==> src/rtl/uart_rx_fifo.sv <==
// Oversampling UART receiver (2-of-3 majority per bit) feeding a first-word-fall-through FIFO.
// Define UART_RX_PARITY_EN to build the parity stage; PARITY_ODD then selects odd/even sense.
module uart_rx_fifo #(
    parameter int CLOCK_FREQ = 50_000_000,
    parameter int BAUD_RATE  = 115_200,
    parameter int DATA_BITS  = 8,
    parameter int OVERSAMPLE = 16,
    parameter int FIFO_DEPTH = 4
`ifdef UART_RX_PARITY_EN
    ,
    parameter bit PARITY_ODD = 1'b0
`endif
) (
    input  logic                 clk,
    input  logic                 rst,
    input  logic                 FPGA_SERIAL_RX,
    output logic [DATA_BITS-1:0] data_out,
    output logic                 data_out_valid,
    input  logic                 data_out_ready,
    output logic                 frame_error,
    output logic                 parity_error,
    output logic                 overrun
);

    localparam int TICK_RAW = CLOCK_FREQ / (BAUD_RATE * OVERSAMPLE);
    localparam int TICK_DIV = (TICK_RAW < 1) ? 1 : TICK_RAW;
    localparam int TW       = (TICK_DIV > 1) ? $clog2(TICK_DIV) : 1;
    localparam int SW       = $clog2(OVERSAMPLE);
    localparam int BW       = $clog2(DATA_BITS);
    localparam int AW       = $clog2(FIFO_DEPTH);
    localparam int PW       = AW + 1;

    localparam logic [SW-1:0] SAMP_A = SW'(OVERSAMPLE / 2 - 1);
    localparam logic [SW-1:0] SAMP_B = SW'(OVERSAMPLE / 2);
    localparam logic [SW-1:0] SAMP_C = SW'(OVERSAMPLE / 2 + 1);
    localparam logic [SW-1:0] SAMP_LAST = SW'(OVERSAMPLE - 1);
    localparam logic [TW-1:0] TICK_LAST = TW'(TICK_DIV - 1);
    localparam logic [BW-1:0] BIT_LAST  = BW'(DATA_BITS - 1);

    localparam logic [2:0] S_IDLE      = 3'd0;
    localparam logic [2:0] S_START     = 3'd1;
    localparam logic [2:0] S_DATA      = 3'd2;
`ifdef UART_RX_PARITY_EN
    localparam logic [2:0] S_PARITY    = 3'd3;
`endif
    localparam logic [2:0] S_STOP      = 3'd4;
    localparam logic [2:0] S_WAIT_HIGH = 3'd5;

    logic                 rx_meta, rx_sync, rx_prev;
    logic                 fall, start_edge;
    logic [TW-1:0]        tick_cnt;
    logic                 tick;
    logic [SW-1:0]        samp_cnt;
    logic [1:0]           votes;
    logic                 maj, resolve;
    logic [2:0]           state;
    logic [DATA_BITS-1:0] shreg;
    logic [BW-1:0]        bit_cnt;
    logic                 par_bad;
    logic                 stop_ok, stop_bad, push;

    logic [DATA_BITS-1:0] mem [FIFO_DEPTH];
    logic [PW-1:0]        wr_ptr, rd_ptr;
    logic                 empty, full, pop, wr_en;

    // Synchroniser plus one history flop for falling-edge detection.
    always_ff @(posedge clk) begin
        if (!rst) begin
            rx_meta <= 1'b1;
            rx_sync <= 1'b1;
            rx_prev <= 1'b1;
        end else begin
            rx_meta <= FPGA_SERIAL_RX;
            rx_sync <= rx_meta;
            rx_prev <= rx_sync;
        end
    end

    assign fall       = rx_prev & ~rx_sync;
    assign start_edge = (state == S_IDLE) && fall;

    assign tick = (tick_cnt == TICK_LAST);

    always_ff @(posedge clk) begin
        if (!rst || start_edge)
            tick_cnt <= '0;
        else if (tick)
            tick_cnt <= '0;
        else
            tick_cnt <= tick_cnt + 1'b1;
    end

    // Sample counter runs free modulo OVERSAMPLE from the start edge; every
    // bit is decided at SAMP_C, so the next decision is exactly one bit later.
    always_ff @(posedge clk) begin
        if (!rst || start_edge) begin
            samp_cnt <= '0;
            votes    <= 2'b00;
        end else if (tick) begin
            samp_cnt <= (samp_cnt == SAMP_LAST) ? '0 : samp_cnt + 1'b1;
            if (samp_cnt == SAMP_A)
                votes[0] <= rx_sync;
            if (samp_cnt == SAMP_B)
                votes[1] <= rx_sync;
        end
    end

    assign resolve = tick && (samp_cnt == SAMP_C);
    assign maj     = (votes[0] & votes[1]) | (votes[0] & rx_sync) | (votes[1] & rx_sync);

    always_ff @(posedge clk) begin
        if (!rst) begin
            state   <= S_IDLE;
            shreg   <= '0;
            bit_cnt <= '0;
        end else begin
            case (state)
                S_IDLE: begin
                    if (fall)
                        state <= S_START;
                end
                S_START: begin
                    if (resolve) begin
                        state   <= maj ? S_IDLE : S_DATA;
                        bit_cnt <= '0;
                    end
                end
                S_DATA: begin
                    if (resolve) begin
                        shreg   <= {maj, shreg[DATA_BITS-1:1]};
                        bit_cnt <= bit_cnt + 1'b1;
                        if (bit_cnt == BIT_LAST)
`ifdef UART_RX_PARITY_EN
                            state <= S_PARITY;
`else
                            state <= S_STOP;
`endif
                    end
                end
`ifdef UART_RX_PARITY_EN
                S_PARITY: begin
                    if (resolve)
                        state <= S_STOP;
                end
`endif
                S_STOP: begin
                    if (resolve)
                        state <= maj ? S_IDLE : S_WAIT_HIGH;
                end
                S_WAIT_HIGH: begin
                    if (rx_sync)
                        state <= S_IDLE;
                end
                default: state <= S_IDLE;
            endcase
        end
    end

`ifdef UART_RX_PARITY_EN
    // Mismatch is latched at the parity bit and consumed at the stop bit.
    always_ff @(posedge clk) begin
        if (!rst || start_edge)
            par_bad <= 1'b0;
        else if (state == S_PARITY && resolve)
            par_bad <= maj ^ (^shreg) ^ PARITY_ODD;
    end
`else
    assign par_bad = 1'b0;
`endif

    assign stop_ok  = resolve && (state == S_STOP) && maj;
    assign stop_bad = resolve && (state == S_STOP) && !maj;
    assign push     = stop_ok && !par_bad;

    assign empty          = (wr_ptr == rd_ptr);
    assign full           = (wr_ptr[AW] != rd_ptr[AW]) && (wr_ptr[AW-1:0] == rd_ptr[AW-1:0]);
    assign data_out_valid = !empty;
    assign pop            = data_out_valid && data_out_ready;
    assign wr_en          = push && (!full || pop);

    // When full with a pop, the write lands in the slot being vacated.
    always_ff @(posedge clk) begin
        if (!rst) begin
            for (int i = 0; i < FIFO_DEPTH; i++)
                mem[i] <= '0;
            wr_ptr <= '0;
            rd_ptr <= '0;
        end else begin
            if (wr_en) begin
                mem[wr_ptr[AW-1:0]] <= shreg;
                wr_ptr              <= wr_ptr + 1'b1;
            end
            if (pop)
                rd_ptr <= rd_ptr + 1'b1;
        end
    end

    assign data_out = mem[rd_ptr[AW-1:0]];

    always_ff @(posedge clk) begin
        if (!rst) begin
            frame_error <= 1'b0;
            overrun     <= 1'b0;
        end else begin
            frame_error <= stop_bad;
            overrun     <= push && full && !pop;
        end
    end

`ifdef UART_RX_PARITY_EN
    always_ff @(posedge clk) begin
        if (!rst)
            parity_error <= 1'b0;
        else
            parity_error <= stop_ok && par_bad;
    end
`else
    assign parity_error = 1'b0;
`endif

endmodule

==> config.mk <==
export PLATFORM = sky130hd
export DESIGN_NAME = uart_rx_fifo
export DESIGN_NICKNAME = d
export VERILOG_FILES = /design/src/rtl/uart_rx_fifo.sv
export SDC_FILE = /design/constraint.sdc
export NUM_CORES = 1
export LEC_CHECK = 0
export ABC_CLOCK_PERIOD_IN_PS = 6650
export CORE_MARGIN = 2
export CORE_UTILIZATION = 58
export CTS_CLUSTER_DIAMETER = 30
export DETAILED_ROUTE_END_ITERATION = 8
export PLACE_DENSITY_LB_ADDON = 0.12
export REMOVE_ABC_BUFFERS = 1
export SLEW_MARGIN = 10
export SYNTH_ARGS = -nofsm -noshare
export SYNTH_HDL_FRONTEND = slang
export SYNTH_SLANG_ARGS = --single-unit
==> constraint.sdc <==
create_clock -name clk -period 6.65 [get_ports clk]
set_clock_uncertainty 0.2 [all_clocks]
set_input_delay 1.33 -clock clk [delete_from_list [all_inputs] [get_ports clk]]
set_output_delay 1.33 -clock clk [all_outputs]
set_load 0.005 [all_outputs]
Fig. 1: the clock network
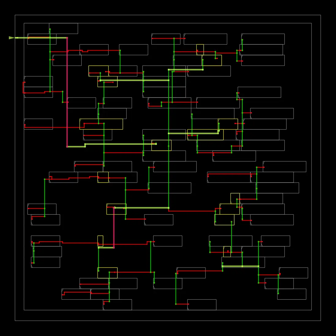
flip-flops: 70
Sink Count: 70
number of buffers added by the clock tree synthesis step: 9
count of clock-net buffers in the final layout: 10

Fig. 2: clock wires, drivers and flops
Scale bar: 20 um.
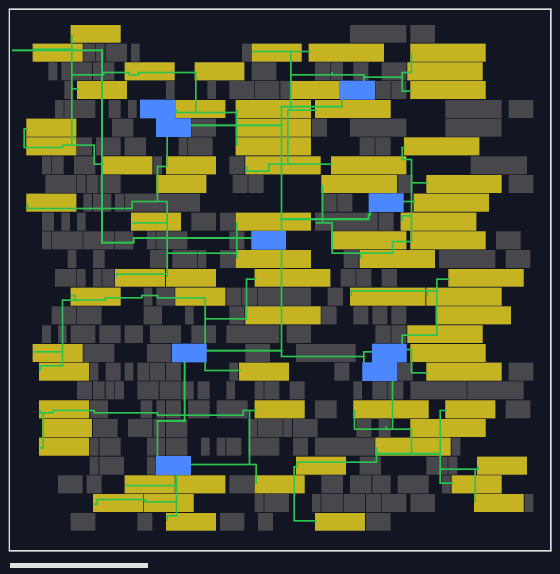
- flip-flops: yellow (count 70)
- clock wires: green (length 759 um)
- cells driving clock nets: blue (count 9)
- routed clock nets: 10

Fig. 3: metal layers overlaid
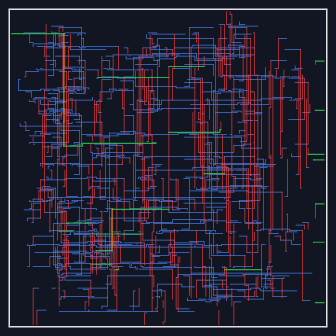
- met3: green (wire length 153 um)
- met1: blue (wire length 2390 um)
- met4: orange (wire length 38.1 um)
- met2: red (wire length 2750 um)

==> run notes <==
Summary of the current implementation state.

- The register-to-register path setup slack is 3.62 ns, for reference.
- The DRC violations left is 0, for reference.
- mem holds more flip-flops than any other register.
- For this configuration, the core starts out at a cell density of 59.2%.
- The library cells used most frequently in the layout, excluding fill and tap cells, are dfxtp_1, and2_1, edfxtp_1, nor2_1, mux2i_1.
- Counting distinct cell types in the post-synthesis netlist gives 47.
- The required time of the critical path is 6.43 ns, for reference.
- The script logs the ratio of routed vias to standard cells as 5.41.
- The number of enable flip-flop cells is 32, for reference.
- The slack of the critical path is 2.65 ns, for reference.
- The initial detailed-routing violation count is 53, for reference.
- In this run the top signal layer used is met4.
- Setup repair after global routing left no endpoint under its margin.
- The total leakage power is 1.27 nW, for reference.
- Leaving out fill and tap cells, the most frequent cell in the layout is dfxtp_1.
- The number of top-level pins is 16, for reference.
- The number of diodes added for antenna fixing is 0, for reference.
- The detailed-route wire length per cell is 14.9 um, for reference.
- Per the summary, power density relative to cell area is 246 nW/um^2.
- The TritonCTS clock tree is yes, for reference.
- Global routing put the most usage on met2.
- The flip-flop count of the largest register after layout is 32, for reference.
- The arrival time at the worst endpoint is 3.78 ns, for reference.
- For this design, the CTS-stage hold fixing added 0 buffers.
- The total cells reported by yosys after synthesis is 266, for reference.
- The number of gates resized after CTS is 0, for reference.
- The worst path needs 4.00 ns of the cycle, external delays included.
- In this run the critical register-to-register path is launched from tick_cnt[0]$_SDFF_PP0_.
- The type of the tightest min-delay check is flip-flop to flip-flop, for reference.
- The height of the die is 78.3 um, for reference.
- For this run, the leading register cell type out of synthesis is dfxtp_1.
- The final power report lists total power as 0.000883 W.
- In this run the post-CTS setup repair buffer count came out at 0.
- Yosys reports a chip area of 3200 um^2.
- The source of the critical timing path is rst, for reference.
- The wire length of the first global-routing pass is 9180 um, for reference.
- The growth of design area from synthesis to finish is 12.1%, for reference.
- The first TritonRoute pass finished after 4 iterations.
- The synthesis report gives the async set-or-reset register share as 0%.
- In the setup report, the worst path falls into the class input port to flip-flop.
- The area of the core region is 5410 um^2, for reference.
- After filler insertion, the fill cell instance count of the layout stands at 418.
- The largest fanout on the critical path is 18, for reference.
- The later pin in the worst-skew pair is clocked with a latency of 0.33 ns.
- The final layout reports a setup TNS of 0 ns.
- For this run, the final setup violation count is recorded as 0.
- The flow ran to the end, and the final reports show no timing, DRC or antenna violations.
- Across all layers, the routed design uses 1935 vias.
- The worst hold slack is 0.215 ns, for reference.
- The standard-cell row count is 27, for reference.
- Per the OpenROAD floorplan log, the area of the die is 6120 um^2.
- IR analysis of the VDD net gives a maximum drop of 140 uV.
- The capture instance of the worst register-to-register path is mem[0][7]$_SDFFCE_PN0P_, for reference.
- Detailed routing placed a total of 2750 um of wire on met2.
- The number of nets still failing antenna checks after routing is 0, for reference.
- The number of placed instances, taps included, is 342.
- The measured slew at the worst slew-check pin is 0.942 ns, for reference.
- The met1 capacity usage during global routing is 25.3%, for reference.
- The number of endpoints with negative hold slack in the final report is 0, for reference.
- The and-or/or-and share of the synthesized area is 4.34%, for reference.
- The met3 wire length is 153 um, for reference.
- Per the hold report, the tightest min-delay path originates at rx_meta$_SDFF_PN1_.
- The logs give a warning total of 28.
- The met3 usage is 4.48%, for reference.
- The number of cells traversed by the worst hold path is 1, for reference.
- During synthesis, Yosys emitted a total of 0 warnings.
- The average cell area after synthesis is 12.0 um^2, for reference.
- The count of mapped cells out of synthesis is 266, for reference.
- The max-capacitance violation count is 0, for reference.
- The endpoint of the worst hold-timing path is rx_sync$_SDFF_PN1_, for reference.
- The post-synthesis instance area is 3200 um^2, for reference.
- The critical path capture point is mem[0][7]$_SDFFCE_PN0P_, for reference.
- The initial antenna violation count is 0, for reference.
- The largest registers in the layout are mem x32, shreg x8, tick_cnt x5.
- The share of the clock period used by the worst path is 60.2%, for reference.
- Per the GRT congestion report, total overflow comes to 0.
- The via count of the first global-routing pass came to 1872.
- The number of pins with negative max-slew slack in the final report is 0, for reference.
- Setup slack on the worst path after placement came out at 2.27 ns.
- The synthesized netlist devotes 21.8% of its cell area to simple gates.
- The final design utilization is 66.3%, for reference.
- Detailed placement reports a standard cell area of 3380 um^2.
- After synthesis, the largest family of logic cells by area is simple AND/OR/NAND/NOR gates.
- The area fraction in xor and xnor cells is 2.74%, for reference.
- Global routing used 20.0% of the available tracks.
- The startpoint class of the critical path is an input port, for reference.
- In the final design database the tool counted 294 nets.
- Per the gpl log, the routability congestion estimate is 0.815.
- The synthesis stat section lists a flop and latch total of 70.
- On the reported timing paths, the clock transition at the registers reads 0.07 ns.
- The chip width is 78.3 um, for reference.
- Looking at the clock tree report, the root buffer type is clkbuf_8.
- The summed area of non-filler cells in the final layout is 3590 um^2, for reference.
- The global routing report lists met2 layer usage as 33.4%.
- The area fraction in full adders, half adders and majority gates is 3.83%, for reference.
- After synthesis, the share of cell area in mux cells is 11.0%.
- The detailed-placement wirelength estimate is 3880 um, for reference.
- For this run, the register share of the synthesized area comes to 53.8%.
Fig. 4: selected gate families
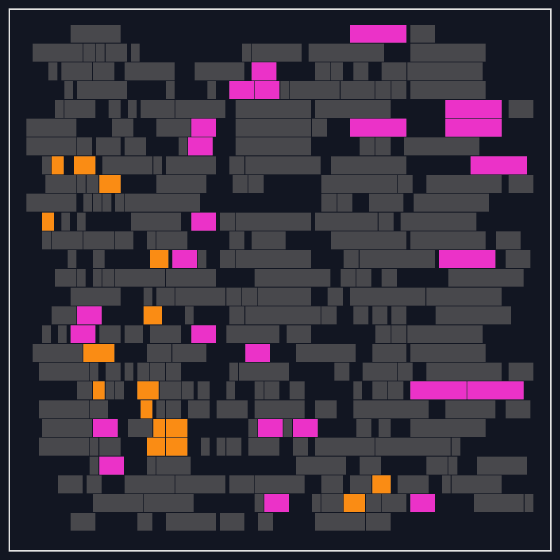
- inverting AOI/OAI gates: orange (cells 16)
- multiplexers: magenta (cells 25; where spread over the die)

Fig. 5: I/O nets highlighted
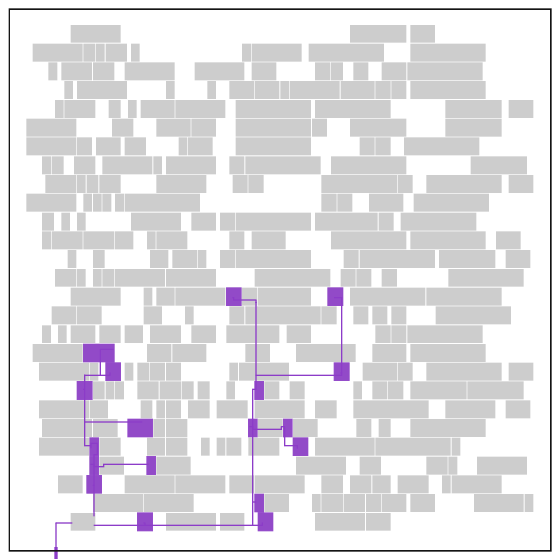
- rst: purple (direction input; edge bottom; end cells 18; buffers 1; wire 155 um)

-- worst max-delay path: stages --
cell	delay, ns
clkdlybuf4s50_1	0.90
nand2b_1	0.14
or3_1	0.57
nor4b_4	0.43
nand2b_1	0.42
-- synthesized netlist by cell type, drive strengths merged, types with 2 or more instances --
| cell | n | area share [%] |
|---|---|---|
| dfxtp | 38 | 24 |
| nor3 | 7 | 1.4 |
| nand2 | 15 | 1.8 |
| clkbuf | 4 | 0.47 |
| o21ai | 3 | 0.47 |
| xnor2 | 2 | 0.55 |
| a311oi | 2 | 0.55 |
| nand3 | 3 | 0.47 |
| mux4 | 8 | 5.6 |
| nor2 | 28 | 3.3 |
| buf | 6 | 1.1 |
| nor4b | 2 | 1.5 |
| a22oi | 2 | 0.47 |
| or4 | 2 | 0.47 |
| or3b | 2 | 0.55 |
| a21oi | 2 | 0.31 |
| o31ai | 2 | 0.63 |
| mux2i | 17 | 5.3 |
| ha | 9 | 3.5 |
| or3 | 2 | 0.39 |
| and2 | 32 | 6.3 |
| edfxtp | 32 | 30 |
| nor4 | 4 | 1.9 |
| nand2b | 14 | 2.8 |
| inv | 6 | 0.70 |
| xor2 | 8 | 2.2 |
-- report_power, final --
part / total (W) / switching [W] / internal (W)
logic: 0.0000566 / 0.0000281 / 0.0000285
clock network: 0.000345 / 0.000152 / 0.000194
registers: 0.000481 / 0.0000159 / 0.000465
-- layout make-up --
| type | count | area [um^2] | share of cell area (%) |
|---|---|---|---|
| inverters | 7 | 26.3 | 0.733 |
| repair buffers | 14 | 140 | 3.91 |
| flip-flops and latches | 70 | 1720 | 48.0 |
| clock inverters | 6 | 57.6 | 1.61 |
| clock buffers | 10 | 149 | 4.15 |
| multi-input cells | 179 | 1400 | 39.1 |
| well taps | 72 | 90.1 | 2.51 |
No activity file was given, so power comes from the tool's default toggle rates.
